File: src/rtl/prog_mode_ctrl_pkg.sv
// Shared encodings for the program-mode controller.
// The state codes double as the mode_o values seen by software.
package prog_ctrl_pkg;

  typedef enum logic [1:0] {
    ST_RUN     = 2'b00,
    ST_LOAD    = 2'b01,
    ST_RELEASE = 2'b10
  } state_t;

  localparam int          DMEM_SEL_BIT   = 14;
  localparam logic [15:0] LOAD_COUNT_MAX = 16'hFFFF;

endpackage

File: src/rtl/prog_mode_ctrl_debounce.sv
// Synchronises and debounces the raw start_pg button; emits a one-cycle
// press pulse when the accepted level goes 0->1.
module button_debounce #(
  parameter int DB_CYCLES = 200000
) (
  input  logic clock,
  input  logic rst,
  input  logic raw,
  output logic press
);

  localparam int            CW       = $clog2(DB_CYCLES + 1);
  localparam logic [CW-1:0] CNT_LAST = CW'(DB_CYCLES - 1);

  logic [1:0]    sync;
  logic [CW-1:0] cnt;
  logic          level;

  always_ff @(posedge clock or posedge rst) begin
    if (rst) begin
      sync  <= 2'b00;
      cnt   <= '0;
      level <= 1'b0;
      press <= 1'b0;
    end else begin
      sync  <= {sync[0], raw};
      press <= 1'b0;
      // A new level is accepted only after DB_CYCLES consecutive differing samples.
      if (sync[1] == level) begin
        cnt <= '0;
      end else if (cnt == CNT_LAST) begin
        level <= sync[1];
        press <= sync[1];
        cnt   <= '0;
      end else begin
        cnt <= cnt + CW'(1);
      end
    end
  end

endmodule

File: src/rtl/prog_mode_ctrl.sv
// Hands ROM/RAM ownership between CPU and UART loader and sequences their resets.
// Optional load-idle abort is enabled by defining PROG_LOAD_TIMEOUT_EN.
import prog_ctrl_pkg::*;

module prog_mode_ctrl #(
  parameter int DB_CYCLES      = 200000,
  parameter int RELEASE_CYCLES = 16
`ifdef PROG_LOAD_TIMEOUT_EN
  , parameter logic [23:0] TIMEOUT_CYCLES = 24'd4000000
`endif
) (
  input  logic        clock,
  input  logic        rst,
  input  logic        start_pg,
  input  logic        upg_done_i,
  input  logic        upg_wen_i,
  input  logic [14:0] upg_adr_i,
  output logic        upg_rst_o,
  output logic        cpu_rst_o,
  output logic        imem_wen_o,
  output logic        dmem_wen_o,
  output logic [1:0]  mode_o,
  output logic [15:0] load_count_o,
  output logic        abort_o
);

  localparam int            RW       = $clog2(RELEASE_CYCLES + 1);
  localparam logic [RW-1:0] REL_LAST = RW'(RELEASE_CYCLES - 1);

  state_t        state;
  state_t        state_nx;
  logic [RW-1:0] rel_cnt;
  logic          done_q;
  logic          press;
  logic          in_load;
  logic          done_rise;
  logic          timeout;
  logic          load_entry;
  logic          unused_adr;

  button_debounce #(.DB_CYCLES(DB_CYCLES)) u_debounce (
    .clock (clock),
    .rst   (rst),
    .raw   (start_pg),
    .press (press)
  );

  assign in_load    = (state == ST_LOAD);
  assign done_rise  = upg_done_i & ~done_q;
  assign imem_wen_o = in_load & upg_wen_i & ~upg_adr_i[DMEM_SEL_BIT];
  assign dmem_wen_o = in_load & upg_wen_i &  upg_adr_i[DMEM_SEL_BIT];
  assign unused_adr = ^upg_adr_i[DMEM_SEL_BIT-1:0];

`ifdef PROG_LOAD_TIMEOUT_EN
  logic [23:0] idle_cnt;
  logic        abort_q;

  // A finishing loader wins over a coincident idle expiry.
  assign timeout = in_load & ~upg_wen_i & ~done_rise &
                   (idle_cnt == TIMEOUT_CYCLES - 24'd1);

  always_ff @(posedge clock or posedge rst) begin
    if (rst) begin
      idle_cnt <= '0;
      abort_q  <= 1'b0;
    end else begin
      if (!in_load || upg_wen_i) idle_cnt <= '0;
      else                       idle_cnt <= idle_cnt + 24'd1;
      if (load_entry)   abort_q <= 1'b0;
      else if (timeout) abort_q <= 1'b1;
    end
  end

  assign abort_o = abort_q;
`else
  assign timeout = 1'b0;
  assign abort_o = 1'b0;
`endif

  always_comb begin
    state_nx   = state;
    load_entry = 1'b0;
    case (state)
      ST_RUN: begin
        if (press) begin
          state_nx   = ST_LOAD;
          load_entry = 1'b1;
        end
      end
      ST_LOAD: begin
        if (done_rise || timeout) state_nx = ST_RELEASE;
      end
      ST_RELEASE: begin
        if (rel_cnt == REL_LAST) state_nx = ST_RUN;
      end
      default: state_nx = ST_RELEASE;
    endcase
  end

  // Reset outputs are decoded from next-state so they move on the same edge as state.
  always_ff @(posedge clock or posedge rst) begin
    if (rst) begin
      state        <= ST_RELEASE;
      rel_cnt      <= '0;
      done_q       <= 1'b0;
      load_count_o <= '0;
      upg_rst_o    <= 1'b1;
      cpu_rst_o    <= 1'b1;
      mode_o       <= ST_RELEASE;
    end else begin
      state  <= state_nx;
      done_q <= upg_done_i;
      if (state == ST_RELEASE && state_nx == ST_RELEASE) rel_cnt <= rel_cnt + RW'(1);
      else                                               rel_cnt <= '0;
      if (load_entry)
        load_count_o <= '0;
      else if (in_load && upg_wen_i && load_count_o != LOAD_COUNT_MAX)
        load_count_o <= load_count_o + 16'd1;
      upg_rst_o <= (state_nx != ST_LOAD);
      cpu_rst_o <= (state_nx != ST_RUN);
      mode_o    <= state_nx;
    end
  end

endmodule

File: config.mk
export PLATFORM = sky130hd
export DESIGN_NAME = prog_mode_ctrl
export DESIGN_NICKNAME = d
export VERILOG_FILES = /design/src/rtl/prog_mode_ctrl_pkg.sv /design/src/rtl/prog_mode_ctrl_debounce.sv /design/src/rtl/prog_mode_ctrl.sv
export SDC_FILE = /design/constraint.sdc
export NUM_CORES = 1
export LEC_CHECK = 0
export ABC_CLOCK_PERIOD_IN_PS = 4000
export CORE_MARGIN = 10
export CORE_UTILIZATION = 50
export CTS_CLUSTER_SIZE = 40
export DETAILED_ROUTE_END_ITERATION = 8
export PLACE_DENSITY = 0.77
export SLEW_MARGIN = 20
export SYNTH_ARGS = -nofsm -noshare
export SYNTH_HDL_FRONTEND = slang
export SYNTH_SLANG_ARGS = --single-unit
File: constraint.sdc
create_clock -name clock -period 4 [get_ports clock]
set_clock_uncertainty 0.2 [all_clocks]
set_input_delay 0.8 -clock clock [delete_from_list [all_inputs] [get_ports clock]]
set_output_delay 0.8 -clock clock [all_outputs]
set_load 0.01 [all_outputs]
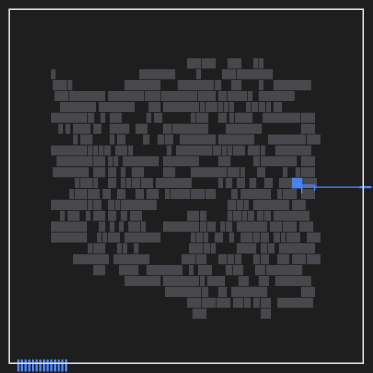
(run_1/port_nets.png)
(4 px per um)
blue -> upg_adr_i  # bits 15, direction input, edge 14 bottom, 1 right, end cells 2, wire 23.4 um

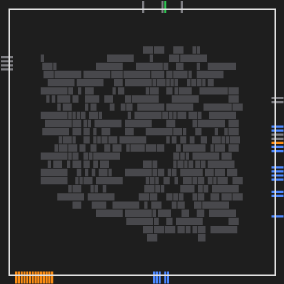
(run_1/pins.png)
(3 px per um) Pins as bars across the die edge, other pins in grey.
orange -> upg_adr_i  # pins 15, direction input, edge 14 bottom, 1 right
green -> upg_wen_i  # pins 1, direction input, edge top
blue -> load_count_o  # pins 16, direction output, edge 11 right, 5 bottom
all pins by edge = 19 bottom, 16 right, 4 left, 4 top

==> notes.md, run 1 <==
Synthesis and PnR results.

- The endpoint of the most critical setup path is imem_wen_o.
- The area of all sequential standard cells is 1200 sq um.
- Counting pins that exceed their max-slew limit in the final report gives 0.
- The hold slack reads around 0.15 ns.
- The layout contains a multi-input combinational cell count of 172.
- The start point of the worst min-delay path reads u_debounce.sync[0]$_DFF_PP0_.
- The distinct cell type count of the synthesized netlist reads roughly 42.
- All stages included, the depth of the critical timing path comes to 4.
- Along the worst hold path, the cell count comes to 0.
- The most common cell after layout, fill and taps aside is dfrtp_1.
- The cell taking the most area after synthesis is dfrtp_1.
- The flow ran to the end, and the final reports show no timing, DRC or antenna violations.
- The first-pass iteration count of the detailed router reads 6.
- The clock buffer count from CTS is 5.
- The worst register-to-register path begins at load_count_o[0]$_DFFE_PP0P_.
- The post-synthesis cell area is 2320 sq um.
- The yosys-reported design area after synthesis reads 2320 sq um.
- The number of synthesized register bits reads 48.
- The routed wire length per instance reads between 10 and 15 um.
- The largest cell class by area is flip-flops and latches.
- The layout report lists the non-clock buffer share of cell area as approximately a tenth.
- The register fraction of the total cell area reads between 40% and 50%.
- Ranked by power, first place goes to sequential cells.
- The deepest clock path buffer count reads 2.
- The area of the chip is 7770 sq um.
- The leading cell type by number of instances after synthesis is dfrtp_1.
- The DRC violation count after routing reads 0.
- The H-tree was split into 2 levels.
- The design draws approximately 790 uW.
- The cell type of the slowest stage on the worst timing path is clkdlybuf4s50_1.
- The area growth from synthesis to layout reads 16.4%.
- The fraction of area in clock buffers and inverters reads under 10%.
- The via count of the first global-routing pass is between 1,500 and 2,000.
- Data arrives at the worst endpoint at 2.30 ns.
- STA shows the worst reg2reg path with a cell count of 6.
- The post-layout minimum cycle time is between 3 and 4 ns.
- The count of flip-flops with a built-in enable after synthesis is 0.
- The first-pass GRT wire length reads 7.38 mm.
- The final-report setup violation count reads 0.
- Averaged over all synthesized cells, the footprint is 9.92 sq um.
- The routed wire length reads 4.38 mm.
- The number of antenna violations at the first check in global routing reads 0.
- The stage logs contain a warning count of 40.
- The footprint of the multi-input gates is 1050 sq um.
- The commonest cells after synthesis are dfrtp_1, nor2_1, xnor2_1.
- The die is 88.2 um wide.
- The number of placed instances, taps included reads 307.
- The pre-CTS worst setup slack is 0.696 ns.
- For this design the top-level I/O count stands at around 43.
- STA classifies the critical path endpoint as a primary output.
- For the completed layout, the total cell area is recorded as 2700 sq um.
- The leakage power reads 0.00120 uW.
- The clock tree root driver cell is clkbuf_8.
- Yosys stat counts 234 cells in the synthesized netlist.
- The critical path maximum fanout is 11.
- The top flip-flop cell by instance count after synthesis reads dfrtp_1.
- The net count entering floorplan is 258.
- The layout clock buffer count reads 7.
- The clock transition at the registers of the reported paths is 0.08 ns.
- The timing report notes that buffer and inverter cells on the critical path total 2.
- In this run, power in flip-flops and latches comes to between 400 and 500 uW.
- The capture point of the worst reg-to-reg path is load_count_o[14]$_DFFE_PP0P_.
- The worst-skew pair later-pin latency reads 0.31 ns.
- The post-cts resize count reads 0.
- In the hold report, the worst path ends at u_debounce.sync[1]$_DFF_PP0_.
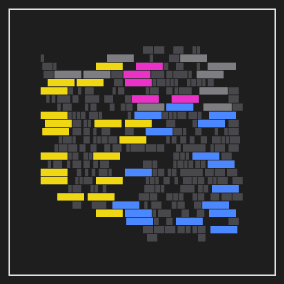
(run_1/registers.png)
(3 px per um) Other sequential cells in the stronger grey, the rest of the logic in the fainter grey.
blue -> load_count_o  # placed flops 16
magenta -> rel_cnt  # placed flops 5, where top middle
yellow -> u_debounce.cnt  # placed flops 18

run 1: logic make-up after synthesis:
family / share of synthesized area (%)
AOI/OAI and AO/OA: 5.17
xor gates and xnor gates: 9.05
adders and majority gates: 2.16
buffers and inverters: 2.86
DFF: 51.9
muxes: 0.916
other: 0.161
and+or+nand+nor: 27.8
run 1: layer usage:
layer  GRT usage (%)  share of wire, %  up-vias
met5               0                 0        -
met4            6.28               2.2        0
met3            3.44               8.3       10
met2            19.4                46       50
met1            13.7                43      807
li1                -                 -      853
run 1: sequential cells by signal (all words and copies together) (netlist names):
register / cells
state: 2
upg_rst_o: 1
load_count_o: 16
cpu_rst_o: 1
u_debounce.cnt: 18
u_debounce.level: 1
done_q: 1
u_debounce.press: 1
u_debounce.sync: 2
rel_cnt: 5
==> run_1/metal_stack.png <==
(4 px per um)
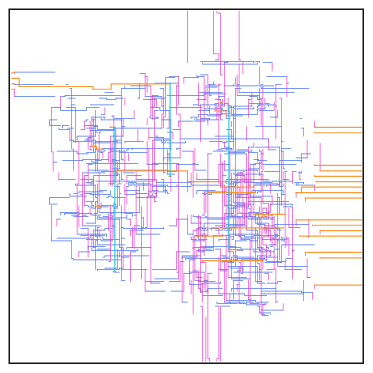

==> inputs of run 2 (changes only) <==
--- a/config.mk
+++ b/config.mk
@@ -5,7 +5,7 @@
 export SDC_FILE = /design/constraint.sdc
 export NUM_CORES = 1
 export LEC_CHECK = 0
-export ABC_CLOCK_PERIOD_IN_PS = 4000
+export ABC_CLOCK_PERIOD_IN_PS = 3410
 export CORE_MARGIN = 10
 export CORE_UTILIZATION = 50
 export CTS_CLUSTER_SIZE = 40
==> constraint.sdc (replaced) <==
create_clock -name clock -period 3.41 [get_ports clock]
set_clock_uncertainty 0.2 [all_clocks]
set_input_delay 0.682 -clock clock [delete_from_list [all_inputs] [get_ports clock]]
set_output_delay 0.682 -clock clock [all_outputs]
set_load 0.01 [all_outputs]
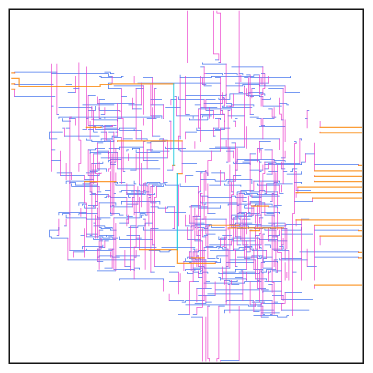
(run_2/metal_stack.png)
(4 px per um)
orange -> met3  # wire length 281 um
cyan -> met4  # wire length 39.4 um
magenta -> met2  # wire length 2,010 um
blue -> met1  # wire length 1,980 um

==> run 2 against run 1 <==
Global-route usage is 0.19 points lower. Largest power group unchanged. Area after synthesis stayed put. Critical endpoint is now dmem_wen_o. Clock-buffer cell count is 1 lower.
==> notes.md, run 2 <==
Synthesis and PnR results.

- The average cell area after synthesis reads 9.92 sq um (unchanged).
- The deepest clock path buffer count is 2 (unchanged).
- The capture point of the worst reg-to-reg path reads load_count_o[14]$_DFFE_PP0P_.
- Looking at hold timing, the worst path starts from u_debounce.sync[0]$_DFF_PP0_.
- The DRC violation count after routing reads 0 (unchanged).
- The registers reported with the highest flop counts are u_debounce.cnt: 18 flops, load_count_o: 16 flops, rel_cnt: 5 flops.
- The number of pins with negative max-slew slack in the final report is 0 (unchanged).
- The total design power was 1030 uW (+31%).
- The boundary pin count is 43 (unchanged).
- The number of antenna violations at the first check in global routing came to 0 (unchanged).
- CTS placed an instance of clkbuf_8 at the clock tree root.
- The arrival time at the worst endpoint is 1.94 ns (-0.36 ns).
- The run finished with clean final reports.
- The clock buffer count from CTS reads 5 (unchanged).
- The number of logic gates came to 172 (unchanged).
- The area of the chip is 7770 sq um (unchanged).
- The first-pass iteration count of the detailed router is 4 (-2).
- The non-clock buffer share of cell area is 10.1% (+0.10 points).
- The met1 global-route usage was 13.9% (+0.23 points).
- The endpoint of the most critical setup path reads dmem_wen_o.
- The endpoint kind of the worst setup timing path is a primary output.
- Looking at the hold checks, the worst path lands on u_debounce.sync[1]$_DFF_PP0_.
- The clock transition at the registers of the reported paths is 0.08 ns (about the same).
- The number of placed instances, taps included is 308 (+0.33%).
- The power consumed by sequential cells was 577 uW (+17%).
- The startpoint of the worst-slack reg-to-reg timing path reads load_count_o[0]$_DFFE_PP0P_.
- After synthesis, the most frequently instantiated cells are dfrtp_1, nor2_1, xnor2_1.
- Sorting the synthesis cell report by count puts at the top dfrtp_1.
- After layout, the minimum clock period comes to 2.82 ns.
- The post-synthesis adder-cell area fraction was 2.16% (unchanged).
- The area of all sequential standard cells is 1200 sq um (unchanged).
- The maximum level of the CTS H-tree is 2 (unchanged).
- The cell taking the most area after synthesis is dfrtp_1.
- The cell depth of the worst hold path was 0 (unchanged).
- The first-pass GRT wire length is 7.42 mm (+0.46%).
- The fraction of area in clock buffers and inverters is 4.41% (+1.4 points).
- The number of flip-flops in the largest register reads 18 (unchanged).
- The global-route layer with the greatest usage is met2.
- The area growth from synthesis to layout reads 18.4%.
- The pre-CTS worst setup slack is 0.562 ns (-0.134 ns).
- The area share of xor/xnor cells in the synthesized design reads 9.05% (unchanged).
- The number of synthesized register bits reads 48 (unchanged).
- The cell count listed in synth_stat.txt was 234 (unchanged).
- The met3 usage in global routing reads 3.44% (unchanged).
- The fraction of synthesized area in multiplexers came to 0.916% (unchanged).
- Counting flops per register, the top entry is u_debounce.cnt.
- The count of flip-flops with a built-in enable after synthesis was 0 (unchanged).
- In the power breakdown, the biggest contributor is sequential cells.
- The maximum fanout along the worst path reads 3 (-8).
- The register fraction of the total cell area is 43.8% (-0.77 points).
- The leakage power is 0.00122 uW (+2.0%).
- The hold slack reads 0.154 ns (-0.0000730 ns).
- The routed wire length per instance reads 13.6 um (-1.8%).
- The top flip-flop cell by instance count after synthesis reads dfrtp_1.
- The post-synthesis cell area reads 2320 sq um (unchanged).
- The global routing met2 resource utilization is 19.6% (+0.20 points).
- The worst-case reg-to-reg path depth is 6 (unchanged).
- The final-report setup violation count is 0 (unchanged).
- The post-synthesis share of cell area spent on and, or, nand and nor gates reads 27.8% (unchanged).
run 2: cell types whose count changed in the layout (fill, tap and decap cells not counted):
| cell | delta |
|---|---|
| clkbuf_1 | -2 |
| buf_4 | +1 |
| bufinv_16 | +1 |
| clkbuf_8 | +1 |
| clkinv_2 | -1 |
| clkinv_4 | +1 |
run 2: critical path, delay by kind of cell:
kind,cells,cell delay (ns)
buffers and inverters,2,1.00
and+or+nand+nor,2,0.25
run 2: layer usage:
| layer | vias to the layer above | wire, um |
|---|---|---|
| li1 | 857 | - |
| met1 | 819 | 1980 |
| met2 | 40 | 2010 |
| met3 | 4 | 280 |
| met4 | 0 | 39 |
| met5 | - | 0 |
Power figures rest on the tool's default switching activity, not on a simulated workload.
